run_1/clock_map.png
(4 px per µm)
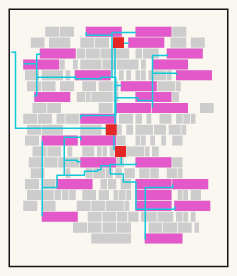
run_1/gate_families.png
(4 px per µm)
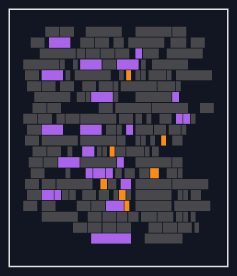
run_1/final_clocks.png
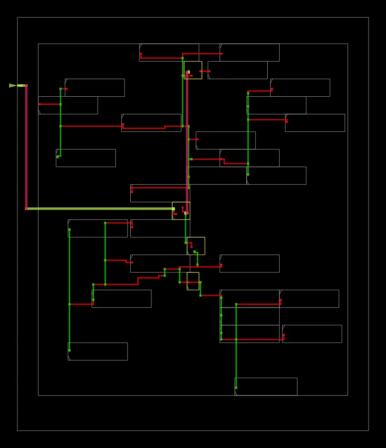
Design dot_arbiter_flat, sky130hd; sources not shown.
==> flow_metrics.tcl, run 1 <==
# flow metrics
set metrics [dict create \
    grt_pass1_wl_mm 5.01 \
    yosys_cells 134 \
    tightest_slew_ns 0.720 \
    cp.depth 3 \
    seq_power_share_pct 42.4 \
    whs_ns 0.492 \
    outcome "finished, final reports clean" \
    cts_tree "built" \
    core_um2 2600 \
    ctsResizeCount 0 \
    critPathMaxFanout 6 \
    clk_path_buf_depth 2 \
    first_global_vias 1146 \
    place_congestion 0.745 \
    slowest_stage "clkdlybuf4s50_1" \
    dpl.hpwl_mm 2.29 \
    place_ws_ns 0.243 \
    tool_warnings 27 \
    cts.clk_slew.worst_paths_ns 0.15 \
    edf_count 0 \
    chip_area_um2 3470 \
    min_period_ns 2.48 \
    finalInstanceArea_um2 1870 \
]
Notes on clock_map.png above:
- magenta: flip-flops (count 27)
- red: cells driving clock nets (count 3)
- cyan: clock wires (length 309 µm)
- routed clock nets: 4
Latency at later pin: 0.32 ns
clock share of power: 11.2%
skew final: 0.00190 ns
clock group total power: 0.184 mW

Notes on gate_families.png above:
- purple: inverting AOI/OAI gates (cells 23)
- orange: NOR gates (cells 7)
logic share of the area: 36.7%
Non-Filler Instances: 205
dominant logic cell type in the layout: clkdlybuf4s50_1

Notes on final_clocks.png above:
flop count: 27
clock sinks: 27

[run 1: synth_stat cells, types with 2 or more instances]
| cell type | number |
|---|---|
| nor2_1 | 4 |
| o21ai_0 | 7 |
| nand2b_1 | 3 |
| a21oi_1 | 2 |
| o221ai_1 | 2 |
| inv_1 | 11 |
| nor3_1 | 2 |
| ha_1 | 4 |
| nand2_1 | 21 |
| o221ai_2 | 8 |
| mux2_2 | 4 |
| clkbuf_1 | 2 |
| buf_6 | 3 |
| nand3_1 | 5 |
| or2b_1 | 2 |
| mux2i_1 | 13 |
| dfrtp_1 | 26 |
[run 1: metal layers]
metal	track usage, %	part of all wire, %	vias to the layer above
met5	-	0	-
met4	6.54	1.3	0
met3	2.10	3.5	4
met2	35.3	56	23
met1	22.3	39	560
li1	-	-	543
## Run 2: what changed since run 1
CORE_UTILIZATION = 54   (was 52)
CTS_BUF_LIST = sky130_fd_sc_hd__clkbuf_4   (was unset)
PLACE_DENSITY = 0.88   (was 0.85)
==> run 2 against run 1 <==
  * Critical path depth stayed put
  * First-iteration DRC count is 6.9% higher
  * Fmax is 0.24% higher
  * Critical path type unchanged
  * Worst hold slack better by 0.0072 ns
  * Largest cell class unchanged
  * Design area is 0.27% lower
  * Global-route usage is 0.86 points higher
  * Synthesized area stayed put
  * Via count hardly changed
  * Largest power group unchanged
  * Flip-flop count stayed put
==> flow_metrics.tcl, run 2 <==
# flow metrics
set metrics [dict create \
    tightest_slew_ns 0.838 \
    ctsHoldBuffers 0 \
    cts.clk_slew.worst_paths_ns 0.14 \
    chip_area_um2 3350 \
    finalInstanceArea_um2 1870 \
    dpl.hpwl_mm 2.33 \
    place_congestion 0.783 \
    common_cells "dfrtp_1 (26), nand2_1 (21), mux2i_1 (13)" \
    core_um2 2550 \
    edf_count 0 \
    slowest_delay_ns 0.61 \
    synth_flops 27 \
    tool_warnings 27 \
    final_common_cell "clkdlybuf4s50_1" \
    slowest_stage "clkdlybuf4s50_1" \
    yosys_cells 134 \
    ctsResizeCount 0 \
    stdcell_count 204 \
    outcome "finished, final reports clean" \
    cts.sinks 27 \
    most_common_cell "dfrtp_1" \
    antenna_found_initial 0 \
    first_global_vias 1246 \
    place_ws_ns 0.214 \
    whs_ns 0.499 \
    cts_tree "built" \
    cp.depth 3 \
]
==> run 2: routing by layer <==
layer	global-route usage, %	share of wire [%]
met1	21.9	37
met2	38.2	58
met3	2.15	3.4
met4	7.03	1.7
met5	-	0
==> run 2: report_power, final <==
group	switching (mW)	leakage (nW)	internal [mW]	total, mW
Sequential	0.108	0.342	0.592	0.700
Clock	0.115	0.0184	0.0703	0.186
Combinational	0.389	0.451	0.360	0.749
==> run 2: final cells by class <==
type	count	area, µm²	area share (%)
inverter	11	41.3	2.21
timing repair buffer	40	390	20.9
sequential	27	677	36.3
clock buffer	4	30.0	1.61
tap	33	41.3	2.21
multi-input combinational	89	687	36.8
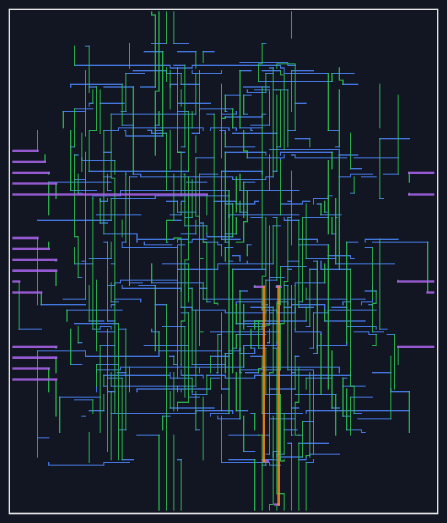
run_2/metal_stack.png
(8 px per µm)
- purple: met3 (wire length 100 µm)
- green: met2 (wire length 1670 µm)
- orange: met4 (wire length 49.0 µm)
- blue: met1 (wire length 1080 µm)
Wirelength per Cell: 14.2 µm
DRT Wirelength: 2.90 mm
vias: 1129
Tot GR Track Use: 20.8%

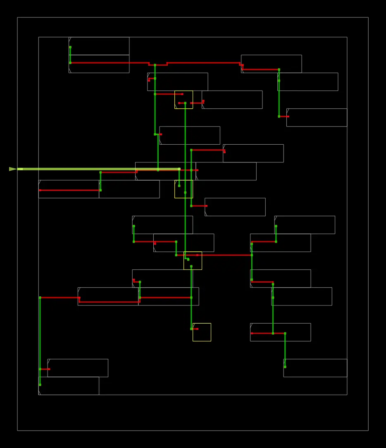
run_2/final_clocks.png
clk_buf instances: 4
skew final: 0.00191 ns
clock group total power: 0.186 mW
Latency at later pin: 0.31 ns
number of CTS-inserted buffers: 3

Power is estimated from default activity; no workload was simulated.
